<file path="src/rtl/adc_decimator_if.sv">
// rtl/adc_decimator_if.sv - sample stream and decimated-output bundle for adc_decimator
//
// Purpose: carries the raw ADC stream into the decimator and the decimated
// sample plus strobe out towards the PIC parallel-port stage.
// Signals:
//   adc_data   [DATA_W] raw ADC sample
//   adc_valid  [1]      adc_data valid this cycle
//   pmp_dreq   [1]      PIC data-request level (overrun detection only)
//   decim_data [DATA_W] decimated sample
//   decim_clk  [1]      one-cycle strobe marking new decim_data
// Modports: master = ADC/PIC side, slave = decimator.
interface adc_decimator_if #(
  parameter int DATA_W = 8
);
  logic [DATA_W-1:0] adc_data;
  logic              adc_valid;
  logic              pmp_dreq;
  logic [DATA_W-1:0] decim_data;
  logic              decim_clk;

  modport master (
    output adc_data, adc_valid, pmp_dreq,
    input  decim_data, decim_clk
  );

  modport slave (
    input  adc_data, adc_valid, pmp_dreq,
    output decim_data, decim_clk
  );
endinterface

</file>
<file path="src/rtl/adc_decimator.sv">
// rtl/adc_decimator.sv - power-of-two ADC rate reducer (subsample/average) feeding the PIC port
//
// Purpose: reduces the ADC sample rate by R = 2^eff_log2 and presents each
// result on decim_data followed one cycle later by a single-cycle decim_clk.
// Optional feature macro: ADC_DECIM_PEAK_DETECT_EN (modes 10/11 become
// peak-max/peak-min; when undefined they behave as average).
// Ports:
//   clk        system clock, rising edge
//   rst_n      synchronous active-low reset
//   bus        adc_decimator_if.slave (adc_data, adc_valid, pmp_dreq in;
//              decim_data, decim_clk out)
//   enable     decimation runs while high
//   decim_log2 requested log2 ratio, clamped to 1..MAX_LOG2
//   decim_mode 00 subsample, 01 average, 10/11 peak or average
//   ovr_clr    clears overrun
//   overrun    sticky: a sample was emitted while pmp_dreq was low
module adc_decimator #(
  parameter int DATA_W   = 8,
  parameter int MAX_LOG2 = 10
) (
  input  logic           clk,
  input  logic           rst_n,
  adc_decimator_if.slave bus,
  input  logic           enable,
  input  logic [3:0]     decim_log2,
  input  logic [1:0]     decim_mode,
  input  logic           ovr_clr,
  output logic           overrun
);

  localparam int ACC_W = DATA_W + MAX_LOG2;

  typedef enum logic [1:0] {
    S_IDLE  = 2'd0,
    S_ACCUM = 2'd1,
    S_EMIT  = 2'd2
  } state_t;

  state_t              state_q, state_d;
  logic [ACC_W-1:0]    acc_q, acc_d;
  logic [MAX_LOG2-1:0] cnt_q, cnt_d;
  logic [3:0]          log2_q, log2_d;
  logic [1:0]          mode_q, mode_d;
  logic [DATA_W-1:0]   result_q, result_d;
  logic [DATA_W-1:0]   data_q, data_d;
  logic                pulse_q, pulse_d;
  logic                strobe_q;
  logic                overrun_q, overrun_d;

  logic [3:0]          eff_log2;
  logic [MAX_LOG2-1:0] last_idx;
  logic [ACC_W-1:0]    sample_ext;
  logic [ACC_W-1:0]    sum;
  logic [DATA_W-1:0]   avg_val;
  logic [ACC_W-1:0]    acc_step;
  logic [DATA_W-1:0]   final_val;
  logic                take;

`ifdef ADC_DECIM_PEAK_DETECT_EN
  logic [DATA_W-1:0]   peak_max;
  logic [DATA_W-1:0]   peak_min;
`endif

  always_comb begin
    eff_log2 = decim_log2;
    if (decim_log2 == 4'd0) begin
      eff_log2 = 4'd1;
    end else if (32'(decim_log2) > MAX_LOG2) begin
      eff_log2 = 4'(MAX_LOG2);
    end
  end

  // R-1 as a mask; shifting all ones by MAX_LOG2 leaves zero, so ~ gives 2^MAX_LOG2-1.
  assign last_idx   = ~({MAX_LOG2{1'b1}} << log2_q);
  assign sample_ext = ACC_W'(bus.adc_data);
  assign sum        = acc_q + sample_ext;
  assign avg_val    = DATA_W'(sum >> log2_q);

`ifdef ADC_DECIM_PEAK_DETECT_EN
  // In peak modes the low DATA_W bits of acc hold the running extreme.
  assign peak_max = (bus.adc_data > acc_q[DATA_W-1:0]) ? bus.adc_data : acc_q[DATA_W-1:0];
  assign peak_min = (bus.adc_data < acc_q[DATA_W-1:0]) ? bus.adc_data : acc_q[DATA_W-1:0];
`endif

  // Per-sample datapath. Sample 0 seeds acc in every mode, so sample 0 taken
  // in EMIT needs no knowledge of the freshly latched mode.
  always_comb begin
    acc_step  = sum;
    final_val = avg_val;
    if (cnt_q == '0) begin
      acc_step = sample_ext;
    end else begin
      case (mode_q)
        2'b00:   acc_step = acc_q;
`ifdef ADC_DECIM_PEAK_DETECT_EN
        2'b10:   acc_step = ACC_W'(peak_max);
        2'b11:   acc_step = ACC_W'(peak_min);
`endif
        default: acc_step = sum;
      endcase
    end
    case (mode_q)
      2'b00:   final_val = acc_q[DATA_W-1:0];
`ifdef ADC_DECIM_PEAK_DETECT_EN
      2'b10:   final_val = peak_max;
      2'b11:   final_val = peak_min;
`endif
      default: final_val = avg_val;
    endcase
  end

  always_comb begin
    state_d  = state_q;
    acc_d    = acc_q;
    cnt_d    = cnt_q;
    log2_d   = log2_q;
    mode_d   = mode_q;
    result_d = result_q;
    data_d   = data_q;
    pulse_d  = 1'b0;
    take     = 1'b0;

    case (state_q)
      S_IDLE: begin
        if (enable) begin
          log2_d  = eff_log2;
          mode_d  = decim_mode;
          state_d = S_ACCUM;
        end
      end
      S_ACCUM: begin
        if (!enable) begin
          state_d = S_IDLE;
          acc_d   = '0;
          cnt_d   = '0;
        end else begin
          take = bus.adc_valid;
        end
      end
      S_EMIT: begin
        data_d  = result_q;
        pulse_d = 1'b1;
        log2_d  = eff_log2;
        mode_d  = decim_mode;
        if (!enable) begin
          state_d = S_IDLE;
        end else begin
          state_d = S_ACCUM;
          take    = bus.adc_valid;
        end
      end
      default: state_d = S_IDLE;
    endcase

    // cnt_q is zero in EMIT and last_idx >= 1, so a window can never close there.
    if (take) begin
      if (cnt_q == last_idx) begin
        result_d = final_val;
        acc_d    = '0;
        cnt_d    = '0;
        state_d  = S_EMIT;
      end else begin
        acc_d = acc_step;
        cnt_d = cnt_q + 1'b1;
      end
    end
  end

  // Set is evaluated at the edge where decim_clk rises and wins over clear.
  always_comb begin
    overrun_d = overrun_q;
    if (ovr_clr) begin
      overrun_d = 1'b0;
    end
    if (pulse_q && !bus.pmp_dreq) begin
      overrun_d = 1'b1;
    end
  end

  always_ff @(posedge clk) begin
    if (!rst_n) begin
      state_q   <= S_IDLE;
      acc_q     <= '0;
      cnt_q     <= '0;
      log2_q    <= 4'd1;
      mode_q    <= 2'b00;
      result_q  <= '0;
      data_q    <= '0;
      pulse_q   <= 1'b0;
      strobe_q  <= 1'b0;
      overrun_q <= 1'b0;
    end else begin
      state_q   <= state_d;
      acc_q     <= acc_d;
      cnt_q     <= cnt_d;
      log2_q    <= log2_d;
      mode_q    <= mode_d;
      result_q  <= result_d;
      data_q    <= data_d;
      pulse_q   <= pulse_d;
      strobe_q  <= pulse_q;
      overrun_q <= overrun_d;
    end
  end

  assign bus.decim_data = data_q;
  assign bus.decim_clk  = strobe_q;
  assign overrun        = overrun_q;

endmodule

</file>
<file path="src/flat_wrapper.sv">
// flat-port wrapper written by rule: the top's interface ports become plain ports
module adc_decimator_flat 
#(
  parameter int DATA_W   = 8,
  parameter int MAX_LOG2 = 10
)
  (clk, rst_n, enable, decim_log2, decim_mode, ovr_clr, overrun, bus_adc_data, bus_adc_valid, bus_pmp_dreq, bus_decim_data, bus_decim_clk);
  adc_decimator_if #(.DATA_W(DATA_W)) bus_i ();
  input  logic clk;
  input  logic rst_n;
  input  logic enable;
  input  logic [3:0] decim_log2;
  input  logic [1:0] decim_mode;
  input  logic ovr_clr;
  output logic overrun;
  input wire logic [$bits(bus_i.adc_data)-1:0] bus_adc_data;
  input wire logic [$bits(bus_i.adc_valid)-1:0] bus_adc_valid;
  input wire logic [$bits(bus_i.pmp_dreq)-1:0] bus_pmp_dreq;
  output wire logic [$bits(bus_i.decim_data)-1:0] bus_decim_data;
  output wire logic [$bits(bus_i.decim_clk)-1:0] bus_decim_clk;
  assign bus_i.adc_data = bus_adc_data;
  assign bus_i.adc_valid = bus_adc_valid;
  assign bus_i.pmp_dreq = bus_pmp_dreq;
  assign bus_decim_data = bus_i.decim_data;
  assign bus_decim_clk = bus_i.decim_clk;
  adc_decimator #(.DATA_W(DATA_W), .MAX_LOG2(MAX_LOG2)) u_core (.clk(clk), .rst_n(rst_n), .bus(bus_i), .enable(enable), .decim_log2(decim_log2), .decim_mode(decim_mode), .ovr_clr(ovr_clr), .overrun(overrun));
endmodule
</file>
<file path="config.mk">
export PLATFORM = sky130hd
export DESIGN_NAME = adc_decimator_flat
export DESIGN_NICKNAME = d
export VERILOG_FILES = /design/src/rtl/adc_decimator_if.sv /design/src/rtl/adc_decimator.sv /design/src/flat_wrapper.sv
export SDC_FILE = /design/constraint.sdc
export NUM_CORES = 1
export LEC_CHECK = 0
export CORE_MARGIN = 3
export CORE_UTILIZATION = 60
export DETAILED_ROUTE_END_ITERATION = 7
export GPL_TIMING_DRIVEN = 1
export PLACE_DENSITY = 0.85
export SYNTH_ARGS = -nofsm -noshare
export SYNTH_HDL_FRONTEND = slang
export SYNTH_SLANG_ARGS = --single-unit
</file>
<file path="constraint.sdc">
create_clock -name clk -period 5.8 [get_ports clk]
set_input_delay 0.87 -clock clk [delete_from_list [all_inputs] [get_ports clk]]
set_output_delay 0.87 -clock clk [all_outputs]
set_load 0.005 [all_outputs]
</file>
==> flow_summary.toml, run 1 <==
# flow metrics
[outcome]
status = "finished, final reports clean"

[critical_path]
worst-setup-path-type = "in -> reg"
cp-start-kind = "input port"
r2r-end = "u_core.acc_q[12]"
startpoint = "bus_adc_data[0]"
crit_end = "u_core.result_q[1]"
crit_arrival_ns = 4.08

[yosys]
ys_top_logic_family = "AND-OR/OR-AND gates"
ys_area_sq_um = 4320
top_cells_by_count = "nor2_1 (68), dfxtp_1 (55), a21oi_1 (47)"
top_area_share_pct = 25.5
simple_gate_area_share_pct = 22.5
ys_cells = 564
yosysWarningCount = 0
synthMuxAreaShare_pct = 9.38
yosysTopAreaCell = "dfxtp_1"
synth-xor-area-share_pct = 3.24
syn_area_per_cell_sq_um = 7.67
netlist_instances = 564
syn_area_sq_um = 4320
yosys.area_share.adder_pct = 4.75
most_common_cell = "nor2_1"
ys.flops = 55
async_reset_ff_share_pct = 0
topCellsByArea = "dfxtp_1 (25%), mux2i_1 (6.3%), nor2_1 (5.9%), a21oi_1 (5.4%), ha_1 (4.1%)"

[cells_and_area]
buf_share_pct = 6.52
logic_area_sq_um = 2980
num-nets-final = 601
largest_registers = "u_core.acc_q: 18 flops, u_core.cnt_q: 10 flops"
ff_latch_area_sq_um = 1100
lay_top_count = "nor2_1"
n_all_inverters = 22
comb_area_share_pct = 63.6
ff_count = 55
clkbuf_count = 5
area_growth_pct = 8.25
clk_share_pct = 2.06
largest_class = "combinational gates"
n_all_buffers = 31
filler_cell_count = 611
num_antenna_cells = 0
seq_share_pct = 23.5
largest-register = "u_core.acc_q"

[cts]
numCtsBuffers = 5
clock_latency_ns = 0.32
post_cts_buffers = 0
postCtsResizedCells = 0
cts_tree = "built"
cts-hold-fix-buffers = 0
numClockSinks = 55
htreeDepth = 2
clock_path_buffers = 2

[placement]
gp_congestion = 0.946
hpwl_microns = 9320
io_buffers = 29

[power_and_ir_drop]
comb-power_uw = 146
pg_clk_uw = 234
ir_drop_mv = 0.0993
powerSeq_uw = 391
swShare_pct = 31.6
maxPowerGroup = "registers"
powerDensity_nw_per_um2 = 165
p_switching_uw = 243
p_leak_uw = 0.00158

[hold_path]
whs_path_depth = 2
hp-class = "reg -> reg"
min_to = "u_core.bus.decim_clk"

[final_timing]
whs_ns = 0.454
worst_slew_pin_slew_ns = 1.09
rsz0062_at_grt = "no"
max_clock_freq_mhz = 257
period_used_pct = 67.2
setup_viol = 0
relSlewSlack_pct = 27.2
fin_crit_ns = 3.90
maxSlewViolCount = 0
fin_skew_ns = 0.00963

[floorplan]
die_x_microns = 90.9
core_sq_um = 6910
rows = 30
die_y_microns = 90.9

[job]
openroad.warnings = 30

[routing]
top_layer_used = "met4"
via_per_inst = 6.69
num_vias = 4436
drtIter0Drc = 421
drtAntennaViolNets = 0

[global_route]
grt_most_used_layer = "met2"
grt_usage_pct = 30.7
grt_use_met3_pct = 4.67
grt_use_met2_pct = 51.6
grt_pass1_vias = 4155
grt_pass1_wl_microns = 20900
antenna_found_initial = 0
grtUsageMet1_pct = 41.2
[run 1: metrics by stage]
step	total power, uW	cells	worst slack (ns)	utilization (%)	area, sq um
final	770	663	1.90	67.8	4680
after global routing	804	663	1.81	67.8	4680
after floorplan	501	564	2.48	-	4320
after detailed placement	542	655	1.62	66.4	4580
after CTS	771	663	1.96	67.8	4680
after global placement	540	655	1.67	66.4	4580
[run 1: worst max-delay path, cell delays in order]
cell and delay (ns):
clkdlybuf4s50_1 0.49, ha_1 0.19, inv_1 0.06, fa_1 0.39, nand2b_1 0.22, a21o_1 0.23
a21oi_2 0.36, o21ai_0 0.13, a221o_1 0.37, mux4_2 0.49, a22oi_1 0.20, o22ai_1 0.09
Run 1, cell area per tile:
The die is cut into 9 by 9 equal tiles; white is low, dark blue is high, 0 to 100% covered.
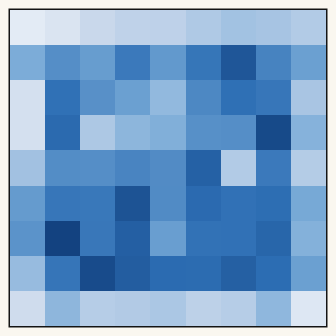
fullest tile: 93%
tiles over 75% full: 20%
densest ninth of the die: centre
emptiest ninth of the die: north-west
mean over tiles: 55%

Run 1, routed clock nets over the placement:
Bar = 20 microns.
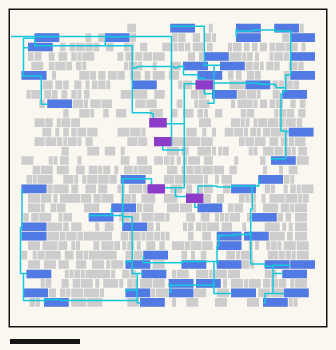
[blue] flip-flops | count: 55
[purple] cells driving clock nets | count: 5
[cyan] clock wires | length: 712 microns
routed clock nets: 6
flops lie: widely spread

Run 1, M3 wires:
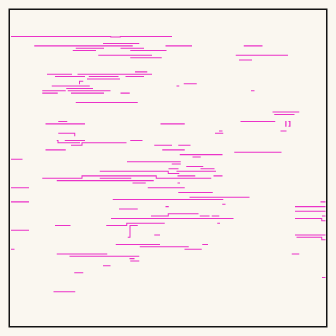
share of all routed wire: 7.2%
nets with wire on the layer: 82
longest straight run: 35.0 microns
wire length on this layer: 904 microns

Run 1, ports around the boundary:
Pins as bars across the die edge, other pins in grey.
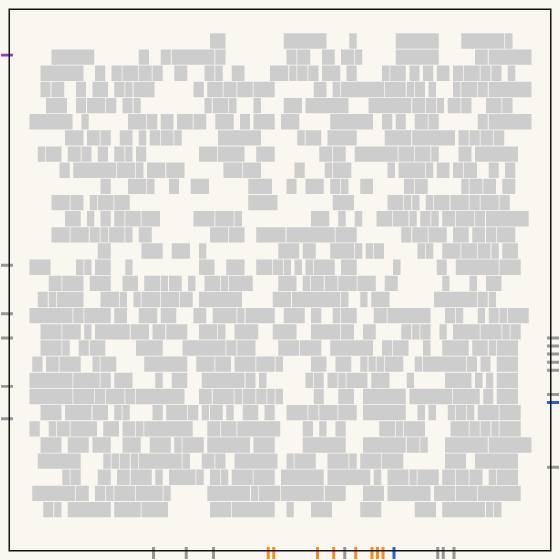

## Run 2: what changed since run 1
==> constraint.sdc (replaced) <==
create_clock -name clk -period 4.09 [get_ports clk]
set_input_delay 0.6135 -clock clk [delete_from_list [all_inputs] [get_ports clk]]
set_output_delay 0.6135 -clock clk [all_outputs]
set_load 0.005 [all_outputs]
Run 2, ports around the boundary:
Pins as bars across the die edge, other pins in grey.
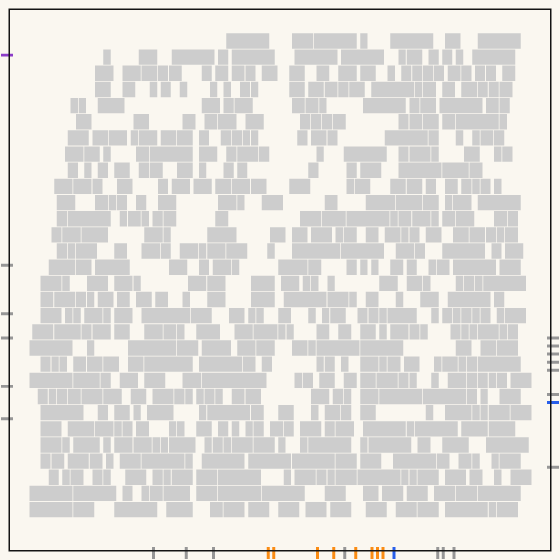
[orange] bus_decim_data | pins: 8 | direction: output | edge: south
[purple] clk | pins: 1 | direction: input | edge: west
[blue] decim_mode | pins: 2 | direction: input | edge: 1 south, 1 east

==> run 2 against run 1 <==
Final cell count is 1.5% higher. Non-clock buffer count is 10 higher. Utilization up 1.3 points. Synthesized cell count is the same. Sequential power grew 41%. Largest cell class unchanged. Largest power group unchanged.
==> flow_summary.toml, run 2 <==
# flow metrics
[cts]
postCtsResizedCells = 0
cts-hold-fix-buffers = 0
cts_tree = "built"
clock_latency_ns = 0.32
post_cts_buffers = 0

[cells_and_area]
n_all_buffers = 41
ff_count = 55
largest_registers = "u_core.acc_q: 18 flops, u_core.cnt_q: 10 flops"
largest-register = "u_core.acc_q"
lay_top_count = "nor2_1"
comb_area_share_pct = 62.4
num_antenna_cells = 0
finish.utilization_pct = 69.1
logic_area_sq_um = 2980
ff_latch_area_sq_um = 1100
seq_share_pct = 23.1
largest_class = "combinational gates"
n_all_inverters = 22
filler_cell_count = 606
stdcell_area_sq_um = 4770

[final_timing]
fin_skew_ns = 0.00724
fin_crit_ns = 3.53
period_used_pct = 86.2
setup_ws_ns = 0.563
rsz0062_at_grt = "no"
relSlewSlack_pct = 40.4
maxSlewViolCount = 0
worst_slew_pin_slew_ns = 0.892

[hold_path]
hp-class = "reg -> reg"

[yosys]
ys_top_logic_family = "AND-OR/OR-AND gates"
async_reset_ff_share_pct = 0
topCellsByArea = "dfxtp_1 (25%), mux2i_1 (6.3%), nor2_1 (5.9%), a21oi_1 (5.4%), ha_1 (4.1%)"
syn_area_sq_um = 4320
ys_area_sq_um = 4320
synth-xor-area-share_pct = 3.24
yosysTopAreaCell = "dfxtp_1"
syn_area_per_cell_sq_um = 7.67
simple_gate_area_share_pct = 22.5
ys.flops = 55
netlist_instances = 564
top_cells_by_count = "nor2_1 (68), dfxtp_1 (55), a21oi_1 (47)"
synthMuxAreaShare_pct = 9.38

[global_route]
grt_usage_pct = 31.2
grt_use_met3_pct = 5.08
grt_pass1_vias = 4289
grt_pass1_wl_microns = 21200
grt_use_met2_pct = 51.9
antenna_found_initial = 0

[critical_path]
path_buffers = 2
crit_arrival_ns = 3.73
cp_slowest_stage_delay_ns = 0.48
path_cells = "clkdlybuf4s50_1 > ha_1 > inv_1 > fa_1 > nand2b_1 > a21o_1 > a21oi_2 > o21ai_0 > a221o_1 > mux4_2 > a22oi_1 > o22ai_1"
worst-setup-path-type = "in -> reg"
crit_slowest_cell = "clkdlybuf4s50_1"
worst_path_dominant_cell_family = "AND-OR/OR-AND gates"

[placement]
io_buffers = 29
dpl.cell_count = 665
gp_congestion = 0.965
hpwl_microns = 9620
dp_slack_ns = 0.249

[outcome]
status = "finished, final reports clean"

[job]
openroad.warnings = 30

[power_and_ir_drop]
comb-power_uw = 216
maxPowerGroup = "registers"
powerSeq_uw = 553
p_switching_uw = 344
swShare_pct = 29.8
pg_clk_uw = 385

[floorplan]
core_sq_um = 6910
die_y_microns = 90.9
rows = 30

[routing]
num_vias = 4553
drtAntennaViolNets = 0
top_layer_used = "met4"
Run 2, M3 wires:
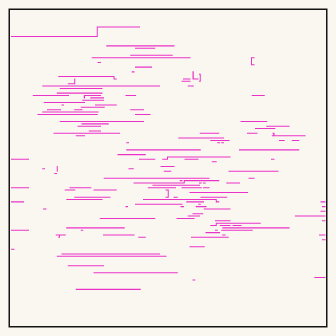
longest straight run: 33.6 microns
wire length on this layer: 1010 microns
main direction: horizontal

==> run 2: netlist changes by cell type in the layout (fill, tap and decap cells not counted), sizes merged <==
cell and delta:
buf +10, bufinv +1, clkbuf +1, clkinv -1, clkinvlp -1
==> run 2: cells by family (layout without fill, tap and decap cells) <==
logic type / Yosys count / in the layout
compound gates: 185 / 185
xor+xnor: 16 / 16
fa+ha+maj: 16 / 16
buf+inv: 58 / 71
flops: 55 / 55
mux: 35 / 35
simple gates: 199 / 199
==> run 2: final timing paths <==
check / end / slack [ns] / cells after the start
worst max-delay path: u_core.result_q[1] / 0.56 / 12
worst min-delay path: u_core.bus.decim_clk / 0.46 / 2
worst max register to register: u_core.acc_q[8] / 0.89 / 9
worst min register to register: u_core.bus.decim_clk / 0.46 / 2
Power is estimated from default activity; no workload was simulated.
